===== config.mk =====
export PLATFORM = sky130hd
export DESIGN_NAME = traffic_light_ctrl
export DESIGN_NICKNAME = d
export VERILOG_FILES = /design/src/rtl/tl_pkg.sv /design/src/rtl/tl_tick_gen.sv /design/src/rtl/traffic_light_ctrl.sv
export SDC_FILE = /design/constraint.sdc
export NUM_CORES = 1
export LEC_CHECK = 0
export CAP_MARGIN = 15
export CELL_PAD_IN_SITES_DETAIL_PLACEMENT = 0
export CELL_PAD_IN_SITES_GLOBAL_PLACEMENT = 1
export CORE_AREA = 5 5 90 92
export CTS_CLUSTER_SIZE = 14
export DETAILED_ROUTE_END_ITERATION = 7
export DIE_AREA = 0 0 95 97
export GPL_ROUTABILITY_DRIVEN = 1
export PLACE_DENSITY_LB_ADDON = 0.1
export REMOVE_ABC_BUFFERS = 1
export SYNTH_ARGS = -nofsm -noshare
export SYNTH_HDL_FRONTEND = slang
export SYNTH_SLANG_ARGS = --single-unit

===== constraint.sdc =====
create_clock -name clk -period 3.81 [get_ports clk]
set_clock_uncertainty 0.2 [all_clocks]
set_input_delay 1.143 -clock clk [delete_from_list [all_inputs] [get_ports clk]]
set_output_delay 1.143 -clock clk [all_outputs]
set_load 0.02 [all_outputs]

===== src/rtl/tl_pkg.sv =====
// tl_pkg - shared definitions for the traffic_light_ctrl intersection sequencer.
//   tl_state_e : 4-bit phase encoding, also driven out on the debug state port
//   LED_*      : bit positions on the 8-bit user LED bank
//   LIGHTS_*   : 7-bit lamp patterns (led[6:0]); the heartbeat bit is added by the top
// Optional night-flash support is selected in the top by the TL_FLASH_EN macro;
// the FLASH encoding stays reserved here in either build.
package tl_pkg;

    typedef enum logic [3:0] {
        NS_GREEN  = 4'd0,
        NS_YELLOW = 4'd1,
        ALL_RED_A = 4'd2,
        EW_GREEN  = 4'd3,
        EW_YELLOW = 4'd4,
        ALL_RED_B = 4'd5,
        PED_WALK  = 4'd6,
        FLASH     = 4'd7
    } tl_state_e;

    localparam int unsigned LED_NS_G      = 0;
    localparam int unsigned LED_NS_Y      = 1;
    localparam int unsigned LED_NS_R      = 2;
    localparam int unsigned LED_EW_G      = 3;
    localparam int unsigned LED_EW_Y      = 4;
    localparam int unsigned LED_EW_R      = 5;
    localparam int unsigned LED_WALK      = 6;
    localparam int unsigned LED_HEARTBEAT = 7;

    // Lamp patterns over led[6:0]
    localparam logic [6:0] LIGHTS_NS_GREEN  = 7'h21; // NS G + EW R
    localparam logic [6:0] LIGHTS_NS_YELLOW = 7'h22; // NS Y + EW R
    localparam logic [6:0] LIGHTS_ALL_RED   = 7'h24; // NS R + EW R
    localparam logic [6:0] LIGHTS_EW_GREEN  = 7'h0C; // NS R + EW G
    localparam logic [6:0] LIGHTS_EW_YELLOW = 7'h14; // NS R + EW Y
    localparam logic [6:0] LIGHTS_PED_WALK  = 7'h64; // NS R + EW R + WALK
    localparam logic [6:0] LIGHTS_FLASH_LIT = 7'h22; // NS Y + EW R, blinking
    localparam logic [6:0] LIGHTS_DARK      = 7'h00;

    // Steady lamp pattern for a phase; FLASH returns its lit half.
    function automatic logic [6:0] lights_for(tl_state_e s);
        case (s)
            NS_GREEN:  return LIGHTS_NS_GREEN;
            NS_YELLOW: return LIGHTS_NS_YELLOW;
            EW_GREEN:  return LIGHTS_EW_GREEN;
            EW_YELLOW: return LIGHTS_EW_YELLOW;
            PED_WALK:  return LIGHTS_PED_WALK;
            FLASH:     return LIGHTS_FLASH_LIT;
            default:   return LIGHTS_ALL_RED;
        endcase
    endfunction

endpackage


===== src/rtl/tl_tick_gen.sv =====
// tl_tick_gen - 1 s prescaler for traffic_light_ctrl.
//   clk    : fabric clock
//   reset  : synchronous, active-high
//   clr_i  : synchronous clear, restarts the second from zero
//   tick_o : high for one cycle at terminal count CYCLES_PER_SEC-1
module tl_tick_gen #(
    parameter int unsigned CYCLES_PER_SEC = 100_000_000
) (
    input  logic clk,
    input  logic reset,
    input  logic clr_i,
    output logic tick_o
);

    localparam int unsigned W = (CYCLES_PER_SEC > 1) ? $clog2(CYCLES_PER_SEC) : 1;
    localparam logic [W-1:0] TERMINAL = W'(CYCLES_PER_SEC - 1);

    logic [W-1:0] presc_q;
    logic [W-1:0] presc_d;

    assign tick_o = (presc_q == TERMINAL);

    always_comb begin
        presc_d = presc_q + W'(1);
        if (clr_i || tick_o) begin
            presc_d = '0;
        end
    end

    always_ff @(posedge clk) begin
        if (reset) begin
            presc_q <= '0;
        end else begin
            presc_q <= presc_d;
        end
    end

endmodule


===== src/rtl/traffic_light_ctrl.sv =====
// traffic_light_ctrl - two-road intersection sequencer (main NS, side EW) with
// pedestrian walk phase. Phase durations are counted in 1 s ticks.
//   clk      : 100 MHz fabric clock
//   reset    : synchronous, active-high
//   sw_car   : async side-road car sensor (level)
//   sw_ped   : async pedestrian button (rising edge = request)
//   sw_flash : async night-flash select (level), used only with TL_FLASH_EN
//   led      : [0]NS G [1]NS Y [2]NS R [3]EW G [4]EW Y [5]EW R [6]WALK [7]heartbeat
//   state    : current phase encoding (debug)
// Define TL_FLASH_EN to build the night-flash mode; without it sw_flash is ignored.
module traffic_light_ctrl
    import tl_pkg::*;
#(
    parameter int unsigned CYCLES_PER_SEC = 100_000_000,
    parameter int unsigned T_NS_MIN_GREEN = 10,
    parameter int unsigned T_EW_GREEN     = 6,
    parameter int unsigned T_YELLOW       = 3,
    parameter int unsigned T_ALL_RED      = 1,
    parameter int unsigned T_WALK         = 5
) (
    input  logic       clk,
    input  logic       reset,
    input  logic       sw_car,
    input  logic       sw_ped,
    input  logic       sw_flash,
    output logic [7:0] led,
    output logic [3:0] state
);

    localparam logic [7:0] LAST_MIN_GREEN = 8'(T_NS_MIN_GREEN - 1);
    localparam logic [7:0] LAST_EW_GREEN  = 8'(T_EW_GREEN - 1);
    localparam logic [7:0] LAST_YELLOW    = 8'(T_YELLOW - 1);
    localparam logic [7:0] LAST_ALL_RED   = 8'(T_ALL_RED - 1);
    localparam logic [7:0] LAST_WALK      = 8'(T_WALK - 1);

    // ---------------------------------------------------------------- inputs
    logic car_s1_q, car_s2_q;
    logic ped_s1_q, ped_s2_q, ped_s3_q;
    logic ped_rise;
    logic flash_req;

    always_ff @(posedge clk) begin
        if (reset) begin
            car_s1_q <= 1'b0;
            car_s2_q <= 1'b0;
            ped_s1_q <= 1'b0;
            ped_s2_q <= 1'b0;
            ped_s3_q <= 1'b0;
        end else begin
            car_s1_q <= sw_car;
            car_s2_q <= car_s1_q;
            ped_s1_q <= sw_ped;
            ped_s2_q <= ped_s1_q;
            ped_s3_q <= ped_s2_q;
        end
    end

    assign ped_rise = ped_s2_q & ~ped_s3_q;

`ifdef TL_FLASH_EN
    logic flash_s1_q, flash_s2_q;

    always_ff @(posedge clk) begin
        if (reset) begin
            flash_s1_q <= 1'b0;
            flash_s2_q <= 1'b0;
        end else begin
            flash_s1_q <= sw_flash;
            flash_s2_q <= flash_s1_q;
        end
    end

    assign flash_req = flash_s2_q;
`else
    logic sw_flash_unused;
    assign sw_flash_unused = sw_flash;
    assign flash_req       = 1'b0;
`endif

    // ------------------------------------------------------------- timebase
    logic tick;
    logic state_change;

    tl_tick_gen #(
        .CYCLES_PER_SEC(CYCLES_PER_SEC)
    ) u_tick_gen (
        .clk   (clk),
        .reset (reset),
        .clr_i (state_change),
        .tick_o(tick)
    );

    // ------------------------------------------------------------------ FSM
    tl_state_e  state_q, state_d;
    logic [7:0] sec_cnt_q, sec_cnt_d;
    logic       car_req_q, car_req_d;
    logic       ped_req_q, ped_req_d;
    logic       hb_q, hb_d;
    logic [7:0] led_q, led_d;
    logic [6:0] lights_d;
`ifdef TL_FLASH_EN
    logic       flash_lit_q, flash_lit_d;
`endif

    always_comb begin
        state_d = state_q;
        case (state_q)
            NS_GREEN: begin
                // Flash select leaves green at once; otherwise wait for the
                // minimum green and a pending request, sampled on a tick.
                if (flash_req ||
                    (tick && (sec_cnt_q >= LAST_MIN_GREEN) && (car_req_q || ped_req_q))) begin
                    state_d = NS_YELLOW;
                end
            end
            NS_YELLOW: if (tick && sec_cnt_q == LAST_YELLOW) state_d = ALL_RED_A;
            ALL_RED_A: begin
                if (tick && sec_cnt_q == LAST_ALL_RED) begin
`ifdef TL_FLASH_EN
                    if (flash_req)      state_d = FLASH;
                    else if (car_req_q) state_d = EW_GREEN;
                    else                state_d = PED_WALK;
`else
                    if (car_req_q) state_d = EW_GREEN;
                    else           state_d = PED_WALK;
`endif
                end
            end
            EW_GREEN:  if (tick && sec_cnt_q == LAST_EW_GREEN) state_d = EW_YELLOW;
            EW_YELLOW: if (tick && sec_cnt_q == LAST_YELLOW) state_d = ALL_RED_B;
            ALL_RED_B: begin
                if (tick && sec_cnt_q == LAST_ALL_RED) begin
                    state_d = ped_req_q ? PED_WALK : NS_GREEN;
                end
            end
            PED_WALK:  if (tick && sec_cnt_q == LAST_WALK) state_d = NS_GREEN;
`ifdef TL_FLASH_EN
            FLASH:     if (!flash_req) state_d = ALL_RED_B;
`endif
            default:   state_d = ALL_RED_B;
        endcase
    end

    assign state_change = (state_d != state_q);

    always_comb begin
        sec_cnt_d = sec_cnt_q;
        if (state_change) begin
            sec_cnt_d = '0;
        end else if (tick && sec_cnt_q != '1) begin
            sec_cnt_d = sec_cnt_q + 8'd1;
        end

        car_req_d = car_req_q;
        if (car_s2_q && state_q != EW_GREEN) car_req_d = 1'b1;
        if (state_change && state_d == EW_GREEN) car_req_d = 1'b0;

        // A request already latched is served by this walk; an edge arriving
        // in the entry cycle itself is kept for the next walk.
        ped_req_d = ped_req_q;
        if (state_change && state_d == PED_WALK) ped_req_d = 1'b0;
        if (ped_rise) ped_req_d = 1'b1;

        hb_d = hb_q ^ tick;

        lights_d = lights_for(state_d);
`ifdef TL_FLASH_EN
        flash_lit_d = flash_lit_q;
        if (state_change && state_d == FLASH) begin
            flash_lit_d = 1'b1;
        end else if (state_q == FLASH && tick) begin
            flash_lit_d = ~flash_lit_q;
        end
        if (state_d == FLASH) begin
            lights_d = flash_lit_d ? LIGHTS_FLASH_LIT : LIGHTS_DARK;
        end
`endif

        led_d                = {1'b0, lights_d};
        led_d[LED_HEARTBEAT] = hb_d;
    end

    always_ff @(posedge clk) begin
        if (reset) begin
            state_q     <= ALL_RED_B;
            sec_cnt_q   <= '0;
            car_req_q   <= 1'b0;
            ped_req_q   <= 1'b0;
            hb_q        <= 1'b0;
            led_q       <= {1'b0, LIGHTS_ALL_RED};
`ifdef TL_FLASH_EN
            flash_lit_q <= 1'b0;
`endif
        end else begin
            state_q     <= state_d;
            sec_cnt_q   <= sec_cnt_d;
            car_req_q   <= car_req_d;
            ped_req_q   <= ped_req_d;
            hb_q        <= hb_d;
            led_q       <= led_d;
`ifdef TL_FLASH_EN
            flash_lit_q <= flash_lit_d;
`endif
        end
    end

    assign led   = led_q;
    assign state = state_q;

endmodule


met1.png
Bar = 20 microns.
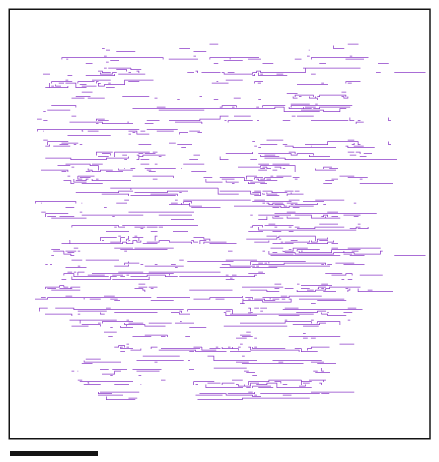
- share of all routed wire: 48%
- wire length on this layer: 2900 microns
- nets with wire on the layer: 315
via count: 2227
routing usage on met1: 18.58%
total routed wirelength: 6061 microns

met2.png
Bar = 20 microns. Cells faint in the background.
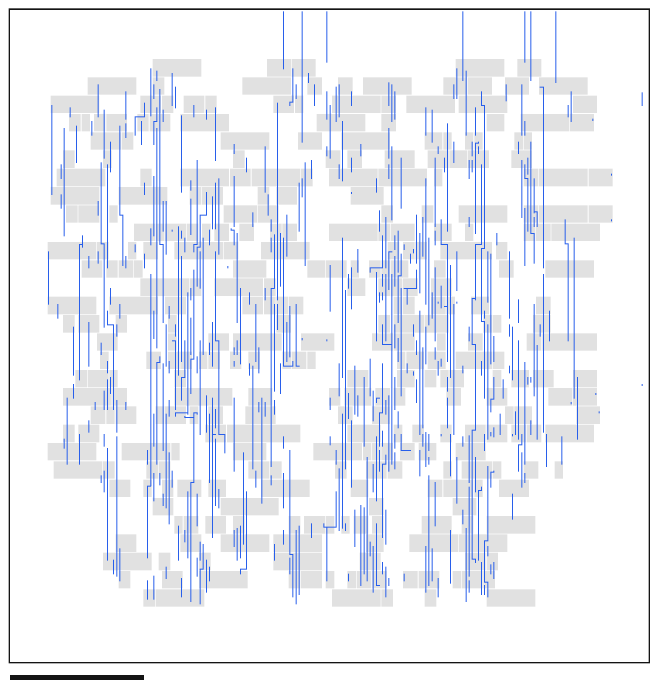
- nets with wire on the layer: 271
- wire length on this layer: 2880 microns
- share of all routed wire: 48%
- main direction: vertical
- longest straight run: 32.6 microns

met3.png
Bar = 20 microns. Cells faint in the background.
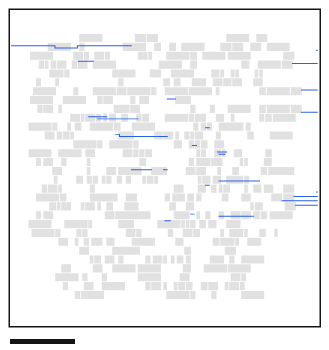
- longest straight run: 16.6 microns
- nets with wire on the layer: 19
- share of all routed wire: 2.7%
GRT met3 Usage: 2.793%

met4.png
Bar = 20 microns.
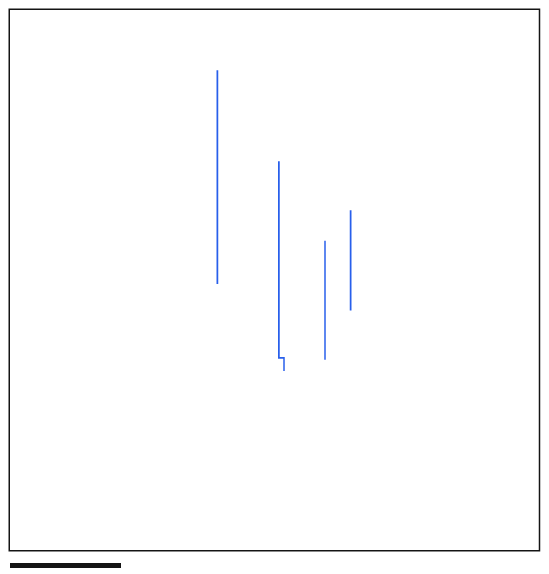
- nets with wire on the layer: 4
- wire length on this layer: 115 microns
- longest straight run: 38.1 microns

==> impl_metrics.json <==
{
  "synth_simple_gate_area_share_pct": 34.66,
  "core_rows": 31,
  "run_status": "finished, final reports clean",
  "min-delay-path-class": "reg -> reg",
  "routedWlPerCell_microns": 14.10,
  "fin_crit_sh_pct": 83.45,
  "synthTopLogicFamily": "simple AND/OR/NAND/NOR gates",
  "synth-seq-area-share_pct": 38.69,
  "drt-pass1-iter-count": 5,
  "layout-drive-gt1-share_pct": 9.063,
  "cpPeakStageDelay_ns": 0.54,
  "post_synthesis_share_of_cell_area_spent_on_and_or_and_or_and_gates_pct": 6.897,
  "antenna_viol_nets_final": 0,
  "critPathLaunchType": "flip-flop",
  "fin_crit_ns": 3.179,
  "critical_path.startpoint": "u_tick_gen.presc_q[0]",
  "yosys-stat-cells": 316,
  "ff_type": "dfxtp_1",
  "area_growth_syn_to_fin_pct": 12.63,
  "critPathTopFamily": "simple AND/OR/NAND/NOR gates",
  "post-cts-setup-buffers": 0,
  "crit_arrival_ns": 3.23,
  "aggregate_negative_setup_slack_ns": 0,
  "core_area_sq_um": 7137,
  "gp_congestion": 0.8654,
  "cts_tree": "yes",
  "rr_endpoint": "led[3]",
  "timing_worst_slew_pin_value_ns": 0.7974,
  "regToRegSetupSlack_ns": 0.63,
  "final_net_count": 341,
  "relSlewSlack_pct": 46.35,
  "clock_tree.root_cell": "clkbuf_8",
  "floorplan.io_pins": 17,
  "critical_path.slowest_cell": "or4_1",
  "endpoint_kind": "flip-flop",
  "rsz0062_at_grt": "no",
  "synth_warnings": 0,
  "numCtsBuffers": 5,
  "clock-sinks": 54,
  "final-seq-area_sq_um": 1081
}
[synth_stat cells (all sizes together), types with 2 or more instances]
library cell  instances
inv                   8
or3                   4
nor4                  6
nor3b                 2
and3                  5
a21o                  2
and2                  5
nand2b                6
dfxtp                54
nand4                10
or4                   3
o21ai                 5
nand2                22
xor2                 18
nand3                18
a21oi                 4
mux2i                 3
buf                  11
nor2                 20
nor3                 46
clkbuf                3
xnor2                16
and4                  4
nor2b                 7
or2                   2
or3b                  2
a22o                  2
o31ai                 2
ha                    6
a211oi                2
o211ai                2
nor4b                 5
[worst min path at each step]
stage	startpoint	endpoint	slack, ns	cells after the start
floorplan	car_s1_q	car_s2_q	0.21	1
CTS	car_s1_q	car_s2_q	0.26	1
detailed placement	car_s1_q	car_s2_q	0.23	1
global placement	ped_s1_q	ped_s2_q	0.22	1
finish	car_s1_q	car_s2_q	0.25	1
global route	car_s1_q	car_s2_q	0.27	1
[layer usage]
metal | vias up | GRT usage, % | part of all wire (%)
met2 | 34 | 22.99 | 48
met4 | 0 | 4.772 | 1.9
met5 | - | 0 | 0
met3 | 10 | 2.793 | 2.7
met1 | 1039 | 18.58 | 48
li1 | 1144 | - | -
[power breakdown]
group / internal (mW) / total, mW / switching, mW
clock network: 0.217 / 0.413 / 0.197
registers: 0.573 / 0.584 / 0.0107
logic: 0.0359 / 0.0860 / 0.0501
[sequential cells by signal (all words and copies together), names as in the netlist, 4 cells and up]
signal              flops
u_tick_gen.presc_q     27
sec_cnt_q               8
led                     7
state                   4
[cells in the final DEF, fill, tap and decap left out, drive strengths merged, types with 2 or more instances in the layout]
cell / count
dfxtp: 54
ha: 6
nor3b: 2
nor4b: 5
o31ai: 2
clkdlybuf4s50: 15
mux2i: 3
or3: 4
nand3: 18
nor2b: 7
nor3: 46
or2: 2
o211ai: 2
a22o: 2
o21ai: 5
a21oi: 4
inv: 9
nor2: 20
a211oi: 2
nand2: 22
nand4: 10
or3b: 2
nand2b: 6
and4: 4
clkbuf: 6
and2: 5
nor4: 6
buf: 6
xnor2: 16
xor2: 18
or4: 3
a21o: 2
and3: 5
[per-stage QoR]
stage	power [mW]	utilization (%)	std cells	cell area (sq um)
after global placement	0.6847	42.39	422	3025
after global routing	1.133	44.09	430	3147
after CTS	1.106	44.09	430	3147
after detailed placement	0.6848	42.39	422	3025
after floorplan	0.6444	-	302	2698
final	1.083	44.09	430	3147
[cell type report]
cell class / count / area share, %
Multi-Input combinational cell: 240 / 50.70
Timing Repair Buffer: 21 / 6.203
Clock buffer: 6 / 2.624
Tap cell: 99 / 3.936
Sequential cell: 54 / 34.35
Inverter: 8 / 0.9543
Clock inverter: 2 / 1.233
[cells by family (layout without fill, tap and decap cells)]
family                     Yosys count  count (layout)
and+or+nand+nor                    169             169
DFF                                 54              54
xor gates and xnor gates            34              34
AOI/OAI and AO/OA                   26              26
buffers and inverters               22              37
adders and majority gates            6               6
muxes                                4               4
other                                1               1
Power figures rest on the tool's default switching activity, not on a simulated workload.
